### Power grid

Bar = 20 microns. Pins as bars on the die edge. Tap cells in gray.
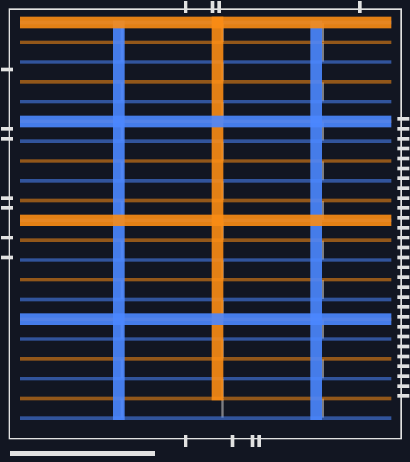
### Placed cells, one color a class

Bar = 20 microns.
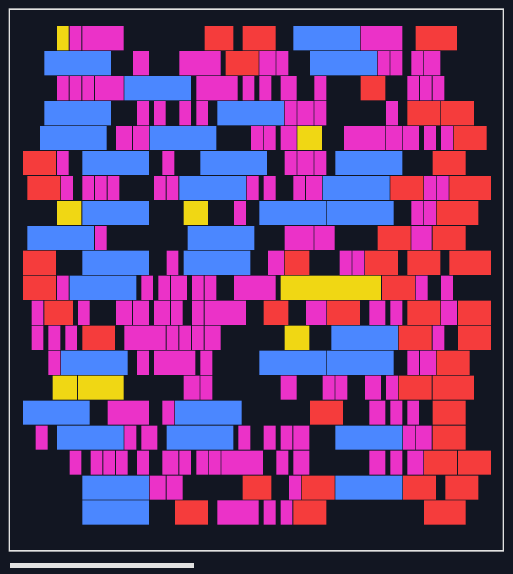
### Routed clock nets over the placement

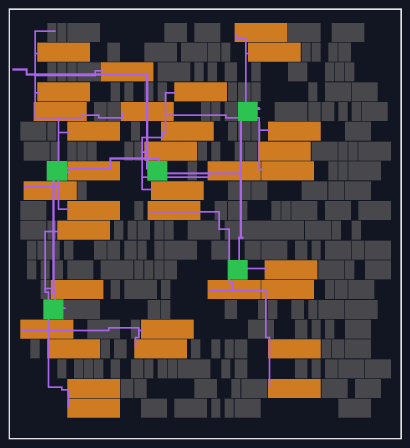
<file path="config.mk">
export PLATFORM = sky130hd
export DESIGN_NAME = gpio_irq_ctrl_flat
export DESIGN_NICKNAME = d
export VERILOG_FILES = /design/src/rtl/gpio_pkg.sv /design/src/rtl/gpio_irq_ctrl_if.sv /design/src/rtl/gpio_debounce.sv /design/src/rtl/gpio_irq_ctrl.sv /design/src/flat_wrapper.sv
export SDC_FILE = /design/constraint.sdc
export NUM_CORES = 1
export LEC_CHECK = 0
export ABC_AREA = 1
export CORE_ASPECT_RATIO = 1.1
export CORE_UTILIZATION = 49
export CTS_CLUSTER_SIZE = 8
export DETAILED_ROUTE_END_ITERATION = 8
export PLACE_DENSITY_LB_ADDON = 0.05
export SYNTH_ARGS = -nofsm -noshare
export SYNTH_HDL_FRONTEND = slang
export SYNTH_SLANG_ARGS = --single-unit
</file>
<file path="constraint.sdc">
create_clock -name clk -period 1.65 [get_ports clk]
set_input_delay 0.33 -clock clk [delete_from_list [all_inputs] [get_ports clk]]
set_output_delay 0.33 -clock clk [all_outputs]
set_load 0.02 [all_outputs]
</file>
<file path="src/rtl/gpio_pkg.sv">
// Shared definitions for the GPIO interrupt controller: edge-mode encodings
// and small helpers used by the top level and the debounce channel.
package gpio_pkg;

    // Per-channel edge selection, two bits per channel in irq_mode.
    typedef enum logic [1:0] {
        MODE_NONE = 2'b00,
        MODE_RISE = 2'b01,
        MODE_FALL = 2'b10,
        MODE_BOTH = 2'b11
    } irq_mode_t;

    // Decide whether a debounced transition is an interrupt event for the
    // given edge mode.
    function automatic logic edge_hit(input logic [1:0] mode,
                                      input logic       rise,
                                      input logic       fall);
        logic hit;
        hit = 1'b0;
        case (irq_mode_t'(mode))
            MODE_NONE: hit = 1'b0;
            MODE_RISE: hit = rise;
            MODE_FALL: hit = fall;
            MODE_BOTH: hit = rise | fall;
            default:   hit = 1'b0;
        endcase
        return hit;
    endfunction

    // Debounce counter width; a one-cycle window still needs one bit.
    function automatic int cnt_width(input int cycles);
        return (cycles > 1) ? $clog2(cycles) : 1;
    endfunction

endpackage

</file>
<file path="src/rtl/gpio_irq_ctrl_if.sv">
// Register-style bus between a host and the GPIO interrupt controller:
// LED write port plus interrupt configuration and status.
interface gpio_irq_ctrl_if #(
    parameter int N_CH = 4
);
    logic                led_we;
    logic [N_CH-1:0]     led_wdata;
    logic [N_CH-1:0]     led_wmask;
    logic [N_CH-1:0]     led;
    logic [2*N_CH-1:0]   irq_mode;
    logic [N_CH-1:0]     irq_mask;
    logic [N_CH-1:0]     irq_clr;
    logic [N_CH-1:0]     irq_pend;
    logic                irq;

    // Host side: drives writes and configuration, observes status.
    modport master (
        output led_we, led_wdata, led_wmask, irq_mode, irq_mask, irq_clr,
        input  led, irq_pend, irq
    );

    // Controller side.
    modport slave (
        input  led_we, led_wdata, led_wmask, irq_mode, irq_mask, irq_clr,
        output led, irq_pend, irq
    );
endinterface

</file>
<file path="src/rtl/gpio_debounce.sv">
// One switch channel: two-flop synchronizer followed by a stability counter.
// The debounced state only follows the synchronized input after it has
// differed from the current state for DB_CYCLES consecutive clocks.
module gpio_debounce
    import gpio_pkg::*;
#(
    parameter int DB_CYCLES = 4
) (
    input  logic clk,
    input  logic rst,
    input  logic sw_in,
    output logic sw_out
);

    localparam int            CW      = cnt_width(DB_CYCLES);
    localparam logic [CW-1:0] CNT_MAX = CW'(DB_CYCLES - 1);

    logic          sync1_reg;
    logic          sync2_reg;
    logic          state_reg;
    logic          state_next;
    logic [CW-1:0] cnt_reg;
    logic [CW-1:0] cnt_next;

    // Synchronizer and debounce state registers, cleared by active-low reset.
    always_ff @(posedge clk) begin
        if (!rst) begin
            sync1_reg <= 1'b0;
            sync2_reg <= 1'b0;
            state_reg <= 1'b0;
            cnt_reg   <= '0;
        end else begin
            sync1_reg <= sw_in;
            sync2_reg <= sync1_reg;
            state_reg <= state_next;
            cnt_reg   <= cnt_next;
        end
    end

    // Count while the input disagrees; accept it when the window is full.
    // The count never passes CNT_MAX because reaching it forces a load.
    always_comb begin
        state_next = state_reg;
        cnt_next   = '0;
        if (sync2_reg != state_reg) begin
            if (cnt_reg == CNT_MAX) begin
                state_next = sync2_reg;
            end else begin
                cnt_next = cnt_reg + CW'(1);
            end
        end
    end

    assign sw_out = state_reg;

endmodule

</file>
<file path="src/rtl/gpio_irq_ctrl.sv">
// GPIO block: debounced switch inputs with per-channel edge interrupts
// (pending flags, mask, write-1-to-clear) and a masked-write LED register.
module gpio_irq_ctrl
    import gpio_pkg::*;
#(
    parameter int N_CH      = 4,
    parameter int DB_CYCLES = 4
) (
    input  logic             clk,
    input  logic             rst,
    input  logic [N_CH-1:0]  sw,
    output logic [N_CH-1:0]  sw_reg,
    gpio_irq_ctrl_if.slave   bus
);

    logic [N_CH-1:0] sw_prev_reg;
    logic [N_CH-1:0] event_hit;
    logic [N_CH-1:0] pend_reg;
    logic [N_CH-1:0] pend_next;
    logic [N_CH-1:0] led_reg;
    logic [N_CH-1:0] led_next;
    logic            irq_reg;
    logic            irq_next;

    // One synchronizer/debouncer per channel, plus its edge classifier.
    generate
        for (genvar gi = 0; gi < N_CH; gi++) begin : g_ch
            gpio_debounce #(
                .DB_CYCLES (DB_CYCLES)
            ) u_debounce (
                .clk    (clk),
                .rst    (rst),
                .sw_in  (sw[gi]),
                .sw_out (sw_reg[gi])
            );

            assign event_hit[gi] = edge_hit(bus.irq_mode[2*gi +: 2],
                                            sw_reg[gi] & ~sw_prev_reg[gi],
                                            ~sw_reg[gi] & sw_prev_reg[gi]);
        end
    endgenerate

    // Next-state for pending flags, LED register and interrupt line.
    // A new event wins over a clear on the same edge so it is never lost.
    always_comb begin
        pend_next = (pend_reg & ~bus.irq_clr) | event_hit;
        led_next  = led_reg;
        if (bus.led_we) begin
            led_next = (led_reg & ~bus.led_wmask) | (bus.led_wdata & bus.led_wmask);
        end
        irq_next  = |(pend_reg & bus.irq_mask);
    end

    // Status and output registers; reset drops any in-flight event because
    // the previous-state copy of sw_reg is cleared together with sw_reg.
    always_ff @(posedge clk) begin
        if (!rst) begin
            sw_prev_reg <= '0;
            pend_reg    <= '0;
            led_reg     <= '0;
            irq_reg     <= 1'b0;
        end else begin
            sw_prev_reg <= sw_reg;
            pend_reg    <= pend_next;
            led_reg     <= led_next;
            irq_reg     <= irq_next;
        end
    end

    assign bus.irq_pend = pend_reg;
    assign bus.led      = led_reg;
    assign bus.irq      = irq_reg;

endmodule

</file>
<file path="src/flat_wrapper.sv">
// flat-port wrapper written by rule: the top's interface ports become plain ports
module gpio_irq_ctrl_flat import gpio_pkg::*;
#(
    parameter int N_CH      = 4,
    parameter int DB_CYCLES = 4
)
  (clk, rst, sw, sw_reg, bus_led_we, bus_led_wdata, bus_led_wmask, bus_irq_mode, bus_irq_mask, bus_irq_clr, bus_led, bus_irq_pend, bus_irq);
  gpio_irq_ctrl_if #(.N_CH(N_CH)) bus_i ();
  input  logic clk;
  input  logic rst;
  input  logic [N_CH-1:0] sw;
  output logic [N_CH-1:0] sw_reg;
  input wire logic [$bits(bus_i.led_we)-1:0] bus_led_we;
  input wire logic [$bits(bus_i.led_wdata)-1:0] bus_led_wdata;
  input wire logic [$bits(bus_i.led_wmask)-1:0] bus_led_wmask;
  input wire logic [$bits(bus_i.irq_mode)-1:0] bus_irq_mode;
  input wire logic [$bits(bus_i.irq_mask)-1:0] bus_irq_mask;
  input wire logic [$bits(bus_i.irq_clr)-1:0] bus_irq_clr;
  output wire logic [$bits(bus_i.led)-1:0] bus_led;
  output wire logic [$bits(bus_i.irq_pend)-1:0] bus_irq_pend;
  output wire logic [$bits(bus_i.irq)-1:0] bus_irq;
  assign bus_i.led_we = bus_led_we;
  assign bus_i.led_wdata = bus_led_wdata;
  assign bus_i.led_wmask = bus_led_wmask;
  assign bus_i.irq_mode = bus_irq_mode;
  assign bus_i.irq_mask = bus_irq_mask;
  assign bus_i.irq_clr = bus_irq_clr;
  assign bus_led = bus_i.led;
  assign bus_irq_pend = bus_i.irq_pend;
  assign bus_irq = bus_i.irq;
  gpio_irq_ctrl #(.N_CH(N_CH), .DB_CYCLES(DB_CYCLES)) u_core (.clk(clk), .rst(rst), .sw(sw), .sw_reg(sw_reg), .bus(bus_i));
endmodule
</file>
==> flow.log <==
[report] implementation figures
INFO  metric layout_top_cells_excl_fill_tap = sky130_fd_sc_hd__inv_1 (44), sky130_fd_sc_hd__nand2_1 (44), sky130_fd_sc_hd__clkdlybuf4s50_1 (34)
INFO  metric logic_gates = 102
INFO  metric worst_setup_slack_before_clock_tree_synthesis = 0.273 ns
INFO  metric ys_cells = 188
INFO  metric wirelength_met1 = 1.06 mm
INFO  metric detailroute.wirelength.met3 = 270 microns
INFO  metric synth.largest_area_cell = sky130_fd_sc_hd__dfxtp_1
INFO  metric top_routing_layer_used = met4
INFO  metric hold_depth = 2
INFO  metric power.share.switching = 20.6%
INFO  metric warnings = 30
INFO  metric worstSkewPairLatency = 0.33 ns
INFO  metric leakagePower = 0.00105 uW
INFO  metric met2_wire_length = 1.10 mm
INFO  metric top_area_cells_in_the_synthesized_netlist = sky130_fd_sc_hd__dfxtp_1 (46%), sky130_fd_sc_hd__inv_1 (11%), sky130_fd_sc_hd__nand2_1 (11%)
INFO  metric dominant-cell-class = sequential cells
INFO  metric detailroute.via_count = 1217
INFO  metric combined_flip_flop_and_latch_cell_area = 661 sq um
INFO  metric slowest_stage = sky130_fd_sc_hd__clkdlybuf4s50_1
INFO  metric fill_cells = 223
INFO  metric seq_power_share = 51.2%
INFO  metric critPathMaxFanout = 2
INFO  metric netlist_top_cells_count = sky130_fd_sc_hd__inv_1 (44), sky130_fd_sc_hd__nand2_1 (44), sky130_fd_sc_hd__dfxtp_1 (33)
INFO  metric place_congestion = 0.752
INFO  metric power_clock = 613 uW
INFO  metric final-setup-viol-count = 0
INFO  metric clk_path_buf_depth = 2
INFO  metric layout-drive-gt1-share = 5.56%
INFO  metric floorplan_stage_core_utilization = 51.8%
INFO  metric hold-worst-slack = 0.414 ns
INFO  metric clk_transition_reported_paths = 0.10 ns
INFO  metric globalRouteTotalUtil = 17.3%
INFO  metric cp.arrival = 1.26 ns
INFO  metric totalPowerFinal = 1620 uW
INFO  metric synth_compound_gate_area_share = 8.87%
INFO  metric async_flop_share = 0%
INFO  metric power.clock.fraction = 37.8%
INFO  metric grt_pass1_vias = 1074
INFO  metric synthCells = 188
INFO  metric timing.critical_path.to_type = output pin
INFO  metric comb_area_share = 27.7%
INFO  metric mappedNetlistNets = 231
INFO  metric post-route-min-period = 1.59 ns
INFO  metric worst_slew_pin_slew = 0.238 ns
INFO  metric synth_warnings = 0
INFO  metric grt-ovfl-total = 0
INFO  metric p_sw = 335 uW
INFO  metric cts_hold_buf = 0
INFO  metric final.signal_buffer_count = 46
INFO  metric flop_cell = sky130_fd_sc_hd__dfxtp_1
INFO  metric cap_violations = 0
INFO  metric setup.worst_path.end = bus_led[3]
INFO  metric power_frac_comb = 11.0%
INFO  metric global_route.usage.met1 = 18.7%
INFO  metric grt.met3_usage = 5.43%
INFO  metric edf_count = 0
INFO  metric first_pass_grt_wire_length = 3.90 mm
INFO  metric peakVddDrop = 0.000831 V
INFO  metric timing_worst_setup_path_type = reg -> out
INFO  metric power-per-cell-area = 824 nW/um^2
INFO  metric rr_endpoint = u_core.bus.irq_pend[2]
INFO  metric tapCellCount = 33
INFO  metric placed_cell_area = 1870 sq um
INFO  metric synth-xor-area-share = 0%
INFO  metric critical_path.cell_chain = clkdlybuf4s50_1
INFO  metric dieHeight = 58.8 microns
INFO  metric antenna_found_initial = 0
INFO  metric max_freq = 0.629 GHz
INFO  metric n_sequential_cell = 33
INFO  metric accumulated_negative_setup_slack = 0 ns
INFO  metric nonClockInverterCount = 45
INFO  metric post-cts-setup-buffer-count = 0
INFO  metric synthMuxAreaShare = 0%
INFO  metric postSynthRegisterBits = 33
INFO  metric min_to = u_core.g_ch[0].u_debounce.sync2_reg
INFO  metric reg2reg_depth = 5
INFO  metric drtAntennaViolNets = 0
INFO  metric cts_buffers = 5
INFO  metric wire_per_inst = 9.26 microns
INFO  metric cp_num_cells = 1
INFO  metric yosysChipArea = 1440 sq um
INFO  metric worst_path_dominant_cell_family = buffers and inverters
INFO  metric cell_internal_pwr = 1290 uW
INFO  metric port_buffers = 43
INFO  metric hp-class = reg -> reg
INFO  metric pwr.group.sequential = 830 uW
INFO  metric cp_slowest_stage_delay = 0.60 ns
INFO  metric numClockSinks = 33
INFO  metric nClkBuffers = 7
INFO  metric clock_tree.root_cell = sky130_fd_sc_hd__clkbuf_4
INFO  metric chipArea = 3160 sq um
INFO  metric status = finished, final reports clean
INFO  metric drt_first_pass_iters = 5
INFO  metric io-pin-count = 44
INFO  metric met2_usage = 28.9%
INFO  metric clock_area_share = 4.32%
INFO  metric tritoncts_clock_tree = done
INFO  metric detail_route.iter0.violations = 11
INFO  metric final_min_period_over_clock_period = 96.3%
INFO  metric source_of_the_worst_register_to_register_timing_path = u_core.g_ch[2].u_debounce.sw_out
INFO  metric combinationalPower = 179 uW
INFO  metric timing_hold_violations_final = 0
INFO  metric synth.top_cell.area_share = 45.9%
INFO  metric worst-endpoint-required = 1.32 ns
INFO  metric drv_slew = 0
INFO  metric dpl.cell_count = 259
INFO  metric synth_simple_gate_area_share = 18.6%
INFO  metric crit_path_start_kind = flop
INFO  metric skew = 0.00738 ns
INFO  metric postRouteWirelength = 2.47 mm
INFO  metric post_layout_nonfiller_instances = 267
INFO  metric worst_slack = 0.0611 ns
INFO  metric register_to_register_setup_slack = 0.49 ns
INFO  metric post_synth_instance_area = 1440 sq um
INFO  metric drc = 0
INFO  metric cts_resized = 3
INFO  metric vias_per_cell = 4.56
INFO  metric fin_nets = 276
INFO  metric global_route.peak_usage_layer = met2
INFO  metric grt_setup_unrepaired = no
INFO  metric holdCritStartpoint = u_core.g_ch[0].u_debounce.sync1_reg
## Picture notes: 'Power grid'
blue -> VSS
orange -> VDD
rows = 20
met5 straps = 4
signal pins = 44

## Picture notes: 'Placed cells, one color a class'
blue -> flops  # cells 33, share of their area 34%
red -> other buffers and delay cells  # cells 46, share of their area 24%
yellow -> clock drivers and dummy loads  # cells 8, share of their area 4.4%
magenta -> all other logic  # cells 147, share of their area 37%
final cell area excluding filler cells: 1970 sq um
area of the core region: 2780 sq um
Seq area share: 33.6%
core occupancy in the finished layout: 70.9%
number of rows in the core area: 20

## Picture notes: 'Routed clock nets over the placement'
green -> cells driving clock nets  # count 5
purple -> clock wires  # length 336 microns
orange -> flip-flops  # count 33
routed clock nets = 6

No activity file was given, so power comes from the tool's default toggle rates.
